File: src/rtl/clamp_arbiter.sv
// Two-requester round-robin arbiter in front of one registered fixed-point clamp.
// Results carry requester id and clip flags; per-requester saturating clip counters.
module clamp_arbiter #(
    parameter real MIN0    = -1.0,
    parameter real MAX0    = 1.0,
    parameter real MIN1    = -1.0,
    parameter real MAX1    = 1.0,
    parameter int  IN0_W   = 16,
    parameter int  IN0_EXP = -8,
    parameter int  IN1_W   = 16,
    parameter int  IN1_EXP = -8,
    parameter int  OUT_W   = 16,
    parameter int  OUT_EXP = -8,
    parameter int  CNT_W   = 16
) (
    input  logic                    clk,
    input  logic                    rst,
    input  logic signed [IN0_W-1:0] in0,
    input  logic                    in0_valid,
    output logic                    in0_ready,
    input  logic signed [IN1_W-1:0] in1,
    input  logic                    in1_valid,
    output logic                    in1_ready,
    output logic signed [OUT_W-1:0] out,
    output logic                    out_valid,
    input  logic                    out_ready,
    output logic                    out_id,
    output logic                    out_clip_lo,
    output logic                    out_clip_hi,
    input  logic                    cnt_clr,
    output logic [CNT_W-1:0]        clip_cnt0,
    output logic [CNT_W-1:0]        clip_cnt1
);
    function automatic int rnd(input real r);
        return (r < 0.0) ? $rtoi(r - 0.5) : $rtoi(r + 0.5);
    endfunction

    // Limits are quantised to each requester's own input format so the compare is exact.
    localparam logic signed [IN0_W-1:0] MIN0_Q = IN0_W'(rnd(MIN0 * (2.0 ** (-IN0_EXP))));
    localparam logic signed [IN0_W-1:0] MAX0_Q = IN0_W'(rnd(MAX0 * (2.0 ** (-IN0_EXP))));
    localparam logic signed [IN1_W-1:0] MIN1_Q = IN1_W'(rnd(MIN1 * (2.0 ** (-IN1_EXP))));
    localparam logic signed [IN1_W-1:0] MAX1_Q = IN1_W'(rnd(MAX1 * (2.0 ** (-IN1_EXP))));

    localparam int SH0 = IN0_EXP - OUT_EXP;
    localparam int SH1 = IN1_EXP - OUT_EXP;
    localparam int LS0 = (SH0 > 0) ? SH0 : 0;
    localparam int RS0 = (SH0 < 0) ? -SH0 : 0;
    localparam int LS1 = (SH1 > 0) ? SH1 : 0;
    localparam int RS1 = (SH1 < 0) ? -SH1 : 0;

    function automatic logic signed [OUT_W-1:0] conv(input logic signed [63:0] v,
                                                     input int ls, input int rs);
        logic signed [63:0] t;
        t = (v <<< ls) >>> rs;
        return t[OUT_W-1:0];
    endfunction

    logic signed [OUT_W-1:0] out_q, out_d;
    logic                    out_valid_q, out_valid_d;
    logic                    out_id_q, out_id_d;
    logic                    clip_lo_q, clip_lo_d;
    logic                    clip_hi_q, clip_hi_d;
    logic                    last_grant_q, last_grant_d;
    logic [CNT_W-1:0]        cnt0_q, cnt0_d, cnt1_q, cnt1_d;

    logic                    slot_free, grant0, grant1;
    logic                    lo0, hi0, lo1, hi1;
    logic signed [IN0_W-1:0] c0;
    logic signed [IN1_W-1:0] c1;
    logic signed [OUT_W-1:0] o0, o1;

    always_comb begin
        lo0 = in0 < MIN0_Q;
        hi0 = in0 > MAX0_Q;
        c0  = lo0 ? MIN0_Q : (hi0 ? MAX0_Q : in0);
        lo1 = in1 < MIN1_Q;
        hi1 = in1 > MAX1_Q;
        c1  = lo1 ? MIN1_Q : (hi1 ? MAX1_Q : in1);
        o0  = conv(64'(c0), LS0, RS0);
        o1  = conv(64'(c1), LS1, RS1);
    end

    always_comb begin
        slot_free = !out_valid_q || out_ready;
        grant0    = 1'b0;
        grant1    = 1'b0;
        if (!rst && slot_free) begin
            // Under contention the requester that did not win last time goes next.
            if (in0_valid && in1_valid) begin
                grant0 = last_grant_q;
                grant1 = !last_grant_q;
            end else begin
                grant0 = in0_valid;
                grant1 = in1_valid;
            end
        end
    end

    always_comb begin
        out_d        = out_q;
        out_valid_d  = out_valid_q;
        out_id_d     = out_id_q;
        clip_lo_d    = clip_lo_q;
        clip_hi_d    = clip_hi_q;
        last_grant_d = last_grant_q;
        cnt0_d       = cnt0_q;
        cnt1_d       = cnt1_q;
        if (grant0 || grant1) begin
            out_d        = grant1 ? o1 : o0;
            out_valid_d  = 1'b1;
            out_id_d     = grant1;
            clip_lo_d    = grant1 ? lo1 : lo0;
            clip_hi_d    = grant1 ? hi1 : hi0;
            last_grant_d = grant1;
        end else if (out_ready) begin
            out_valid_d = 1'b0;
        end
        if (cnt_clr) begin
            cnt0_d = '0;
            cnt1_d = '0;
        end else begin
            if (grant0 && (lo0 || hi0) && cnt0_q != '1) cnt0_d = cnt0_q + CNT_W'(1);
            if (grant1 && (lo1 || hi1) && cnt1_q != '1) cnt1_d = cnt1_q + CNT_W'(1);
        end
    end

    always_ff @(posedge clk) begin
        if (rst) begin
            out_q        <= '0;
            out_valid_q  <= 1'b0;
            out_id_q     <= 1'b0;
            clip_lo_q    <= 1'b0;
            clip_hi_q    <= 1'b0;
            last_grant_q <= 1'b1;
            cnt0_q       <= '0;
            cnt1_q       <= '0;
        end else begin
            out_q        <= out_d;
            out_valid_q  <= out_valid_d;
            out_id_q     <= out_id_d;
            clip_lo_q    <= clip_lo_d;
            clip_hi_q    <= clip_hi_d;
            last_grant_q <= last_grant_d;
            cnt0_q       <= cnt0_d;
            cnt1_q       <= cnt1_d;
        end
    end

    assign in0_ready   = grant0;
    assign in1_ready   = grant1;
    assign out         = out_q;
    assign out_valid   = out_valid_q;
    assign out_id      = out_id_q;
    assign out_clip_lo = clip_lo_q;
    assign out_clip_hi = clip_hi_q;
    assign clip_cnt0   = cnt0_q;
    assign clip_cnt1   = cnt1_q;
endmodule

File: config.mk
export PLATFORM = sky130hd
export DESIGN_NAME = clamp_arbiter
export DESIGN_NICKNAME = d
export VERILOG_FILES = /design/src/rtl/clamp_arbiter.sv
export SDC_FILE = /design/constraint.sdc
export NUM_CORES = 1
export LEC_CHECK = 0
export CORE_AREA = 2 2 82 84
export CTS_BUF_LIST = sky130_fd_sc_hd__clkbuf_8
export CTS_CLUSTER_SIZE = 20
export DETAILED_ROUTE_END_ITERATION = 16
export DIE_AREA = 0 0 84 86
export PLACE_DENSITY = 0.77
export SYNTH_ARGS = -nofsm -noshare
export SYNTH_HDL_FRONTEND = slang
export SYNTH_SLANG_ARGS = --single-unit
export TNS_END_PERCENT = 100
File: constraint.sdc
create_clock -name clk -period 2.2 [get_ports clk]
set_clock_uncertainty 0.2 [all_clocks]
set_input_delay 0.33 -clock clk [delete_from_list [all_inputs] [get_ports clk]]
set_output_delay 0.33 -clock clk [all_outputs]
set_load 0.01 [all_outputs]
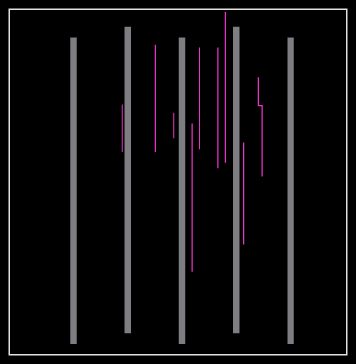
Fig. 1. Metal 4 (run 1).
Scale: 4 px per µm. Supply wires on this layer in gray.
main direction: vertical
share of all routed wire: 2.4%
wire length on this layer: 224 µm
nets with wire on the layer: 9
Post-Route WL: 9480 µm
routed via count: 3313

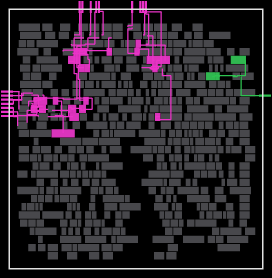
Fig. 2. Nets reached from selected ports (run 1).
Scale: 3 px per µm.
| color | port | direction | edge | end cells | buffers | wire |
|---|---|---|---|---|---|---|
| magenta | `in1` | input | 9 top, 7 left | 21 | 20 | 469 µm |
| green | `in1_valid` | input | right | 3 | 2 | 30.6 µm |
input/output buffers: 91
Ports: 92

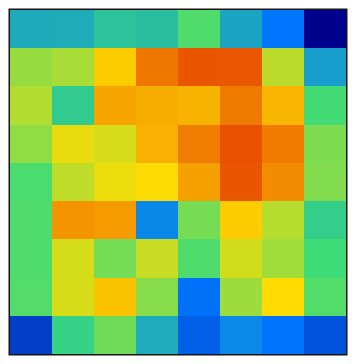
Fig. 3. Cell area per tile (run 1).
Scale: 4 px per µm. The die is cut into 8 by 9 equal tiles; dark blue is low, red is high, 0 to 100% covered.
fullest tile: 91%
nearly empty tiles: 1.4%
mean over tiles: 60%
tiles over 75% full: 28%
fin util: 0.701
fp util: 0.444
Core Area: 6280 µm²

==> run summary, run 1 <==
final setup vio count: 1
Die Wd: 84 µm
distinct lib cells: 47
Static Leak: 1.54 nW
Overall Global Routing Usage: 0.238
top cells by count: dfxtp_1 (53), nand3_1 (35), a21oi_1 (29)
Tightest Pin Transition: 0.375 ns
Filler Cell Count: 496
Reg area: 1060 µm²
failing checks: setup timing
average footprint of a synthesized cell: 8.34 µm²
outcome: finished with violations
Hold Crit Class: primary input to register
fin crit period: 2.20 ns
final hold vios: 0
Clk pin slew, worst setup/hold paths: 0.10 ns
worst setup margin: -0.00292 ns
GR Overflow Total: 0
CTS Hold Bufs: 0
Post-Syn Nets: 374
dpl cells: 533
Post-Syn Area: 2790 µm²
run 1: worst max-delay path, stage by stage:
cell,delay (ns)
clkdlybuf4s50_1,0.50
nor4_4,0.39
nand3_2,0.24
nand3_1,0.17
buf_6,0.15
nand3_1,0.13
a311oi_2,0.31
run 1: routing by layer:
layer / vias to the layer above / GRT usage / part of all wire
met5: - / 0 / 0
met4: 0 / 0.0748 / 0.024
met1: 1572 / 0.298 / 0.41
li1: 1589 / - / -
met2: 132 / 0.417 / 0.52
met3: 20 / 0.0414 / 0.050
run 1: cell families (layout without fill, tap and decap cells):
kind of cell	count (synthesis)	in the layout	share of synthesized area
buf+inv	26	163	0.0453
compound gates	86	86	0.209
mux	4	4	0.0153
flops	53	53	0.381
simple gates	163	164	0.340
fa+ha+maj	2	2	0.00898
run 1: cell usage in the layout (no fill, tap or decap), types with 3 or more instances in the layout:
cell type        count
clkdlybuf4s50_1     82
dfxtp_1             52
buf_4               52
nand3_1             34
a21oi_1             28
nor2_1              22
nand2_1             21
o31ai_1             20
or4_1               19
nand4_1             17
inv_1                7
or3_1                7
o21a_1               7
a311oi_1             7
and3_1               6
clkbuf_8             6
dlymetal6s2s_1       6
and4_1               5
o21ai_1              5
nand2b_1             3
nor4_1               3
nor4_2               3
nor4_4               3
o21ai_0              3
nor3_1               3
dlygate4sd2_1        3
buf_6                3
buf_12               3
run 1: sequential cells by signal (all words and copies together) (netlist names):
name          flops
last_grant_q      1
clip_cnt1        16
clip_cnt0        16
out_clip_hi       1
out_clip_lo       1
out_id            1
out              16
out_valid         1
run 1: final timing paths:
path | slack (ns) | endpoint | start | depth (start not counted)
max | -0.003 | out[7] | in0[13] | 7
min | 0.21 | out[3] | in1[3] | 3
min reg2reg | 0.27 | out[13] | out[13] | 1
max reg2reg | 0.13 | clip_cnt1[13] | out_valid | 8
run 1: layout make-up:
class                      count  area share
timing repair buffer         149       0.319
sequential                    53       0.241
multi-input combinational    256       0.392
clock inverter                 1    0.000853
tap                           77      0.0219
inverter                       7     0.00597
clock buffer                   6      0.0188
run 1: per-stage QoR:
step / utilization / setup slack (ns)
after floorplan: - / 0.0969
after global placement: 0.653 / -0.346
after detailed placement: 0.653 / -0.444
after CTS: 0.674 / -0.00683
after global routing: 0.701 / -0.0584
final: 0.701 / -0.00292
run 1: power by group:
part / total (W) / switching [W] / internal (W)
sequential: 0.00101 / 0.0000193 / 0.000993
combinational: 0.000386 / 0.000174 / 0.000212
clock: 0.000573 / 0.000326 / 0.000246
run 1: timing repair:
item | CTS | global route
gates resized | 5 | 28
pin swaps | 4 | 10
endpoints found under the setup margin | 34 | 32
endpoints found under the hold margin | 0 | 0
cloned | 0 | 1
buffers inserted | 5 | 3
Fig. 4: run 1, routed clock nets over the placement
Scale: 4 px per µm.
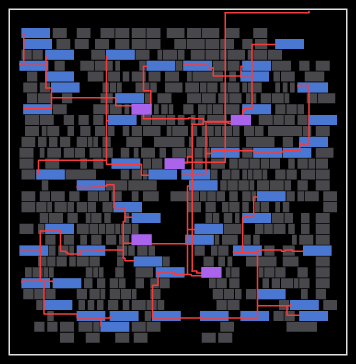

## Run 2: what changed since run 1
--- a/config.mk
+++ b/config.mk
@@ -6,10 +6,12 @@
 export NUM_CORES = 1
 export LEC_CHECK = 0
-export CORE_AREA = 2 2 82 84
+export ABC_AREA = 1
+export CORE_AREA = 2 2 87 89
 export CTS_BUF_LIST = sky130_fd_sc_hd__clkbuf_8
 export CTS_CLUSTER_SIZE = 20
 export DETAILED_ROUTE_END_ITERATION = 16
-export DIE_AREA = 0 0 84 86
-export PLACE_DENSITY = 0.77
+export DIE_AREA = 0 0 89 91
+export PLACE_DENSITY = 0.75
+export SKIP_LAST_GASP = 1
 export SYNTH_ARGS = -nofsm -noshare
 export SYNTH_HDL_FRONTEND = slang
==> constraint.sdc (replaced) <==
create_clock -name clk -period 2.2 [get_ports clk]
set_clock_uncertainty 0.2 [all_clocks]
set_input_delay 0.33 -clock clk [delete_from_list [all_inputs] [get_ports clk]]
set_output_delay 0.33 -clock clk [all_outputs]
set_load 0.1 [all_outputs]
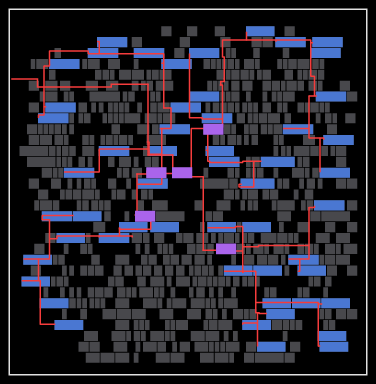
Fig. 5. Routed clock nets over the placement (run 2).
Scale: 4 px per µm.
[blue] flip-flops | count: 53
[red] clock wires | length: 629 µm
[purple] clock-net drivers | count: 5
flops lie: spread over the die
clk pwr: 0.000564 W
worst skew pair latency: 0.31 ns
Clk pwr share: 0.261

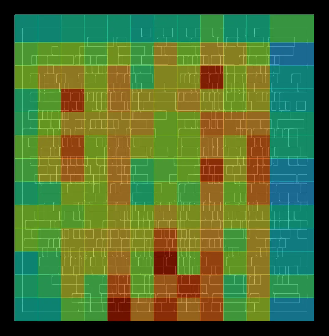
Fig. 6. Routing congestion map (run 2).
DR WL/cell: 12.5 µm
met1 usage: 0.283
fin util: 0.604

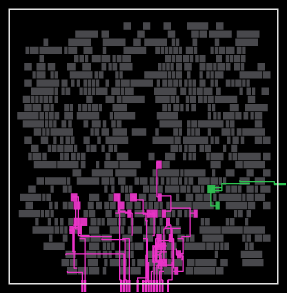
Fig. 7. Nets reached from selected ports (run 2).
Scale: 3 px per µm.
| color | port | direction | edge | end cells | buffers | wire |
|---|---|---|---|---|---|---|
| magenta | `in1` | input | bottom | 25 | 17 | 521 µm |
| green | `in1_valid` | input | right | 2 | 1 | 38.9 µm |

==> run summary, run 2 <==
Post-Syn Area: 3160 µm² (+13%)
Clk pin slew, worst setup/hold paths: 0.09 ns (about the same)
distinct lib cells: 29 (-38%)
worst reg2reg path endpoint: clip_cnt1[12]
Core Area: 7140 µm² (+14%)
post-CTS sizing: 0 (-5)
top cells by count: nand2_1 (115), nor2_1 (62), dfxtp_1 (53)
Post-Route WL: 8510 µm (-10%)
Crit-path slowest cell: clkdlybuf4s50_1
switching share of power: 0.344 (+0.0804)
Hold Crit Class: register to register
Tightest Pin Transition: 0.485 ns (+0.109 ns)
met2 Use GR: 0.356 (-0.0617)
Die Wd: 89 µm (+6.0%)
Filler Cell Count: 691 (+39%)
Flop pwr share: 0.466 (-0.048)
global routing's busiest layer: met2
Top Layout Cells: nand2_1 (115), buf_4 (65), nor2_1 (62), inv_1 (48)
outcome: finished clean
Top cell excl fill/tap: nand2_1
hold path depth: 2 (-1)
Worst path max stage delay: 0.45 ns (-0.05 ns)
CTS Hold Bufs: 0 (unchanged)
routed via count: 3539 (+6.8%)
Gate power share: 0.273 (+0.077)
R2R cell count: 8 (unchanged)
M3 GR Usage: 0.0291 (-0.0123)
reg2reg setup slack: 0.25 ns (+0.12 ns)
average footprint of a synthesized cell: 6.58 µm² (-21%)
Static Leak: 1.80 nW (+17%)
NetSw: 0.000743 W (+43%)
critical path cell sequence: clkdlybuf4s50_1, inv_1, nand2_1, nand2_2, nor2_4, buf_4, buf_12
==> run 2: logic make-up after synthesis <==
logic type / Yosys count / synth area share
AND-OR/OR-AND: 56 / 0.103
XOR/XNOR: 16 / 0.0444
adder cells (fa/ha/maj): 2 / 0.00793
buffers and inverters: 66 / 0.0860
flip-flops: 53 / 0.336
AND/OR/NAND/NOR: 287 / 0.422
==> run 2: worst max-delay path, delay by kind of cell <==
| kind | cells | cell delay (ns) |
|---|---|---|
| buffers and inverters | 4 | 0.83 |
| AND/OR/NAND/NOR | 3 | 0.34 |
==> run 2: power groups by stage <==
stage          logic [W]  clock network, W  registers (W)
6_report        0.000589          0.000564        0.00101
5_1_grt         0.000622          0.000627        0.00101
4_1_cts         0.000589          0.000586        0.00101
3_5_place_dp    0.000588                 0        0.00103
3_3_place_gp    0.000582                 0        0.00103
2_1_floorplan   0.000168                 0        0.00125
==> run 2: metal layers <==
metal  vias to the layer above  wire length (µm)  part of all wire
li1                       1792                 -                 -
met1                      1627              3890              0.46
met2                       102              4110              0.48
met3                        18               345             0.041
met4                         0               161             0.019
met5                         -                 0                 0
==> run 2: final cells by class <==
cell class,count,area share
inverter,50,0.0435
clock buffer,6,0.0192
tap,99,0.0287
multi-input combinational,361,0.423
timing repair buffer,108,0.227
clock inverter,2,0.00261
sequential,53,0.256
==> run 2: worst max-delay path by stage <==
stage / startpoint / to / depth (start not counted)
global placement: out_ready / clip_cnt0[0] / 10
finish: out_ready / in1_ready / 7
floorplan: clip_cnt0[11] / clip_cnt0[11] / 7
CTS: out_ready / in1_ready / 7
global route: clip_cnt1[7] / clip_cnt1[12] / 8
detailed placement: out_ready / clip_cnt0[0] / 10
==> run 2: stage by stage <==
step,setup slack (ns),utilization
final,0.166,0.604
after global routing,0.0288,0.604
after CTS,0.175,0.604
after detailed placement,0.0623,0.591
after global placement,0.0916,0.591
after floorplan,0.0362,-
Power is estimated from default activity; no workload was simulated.
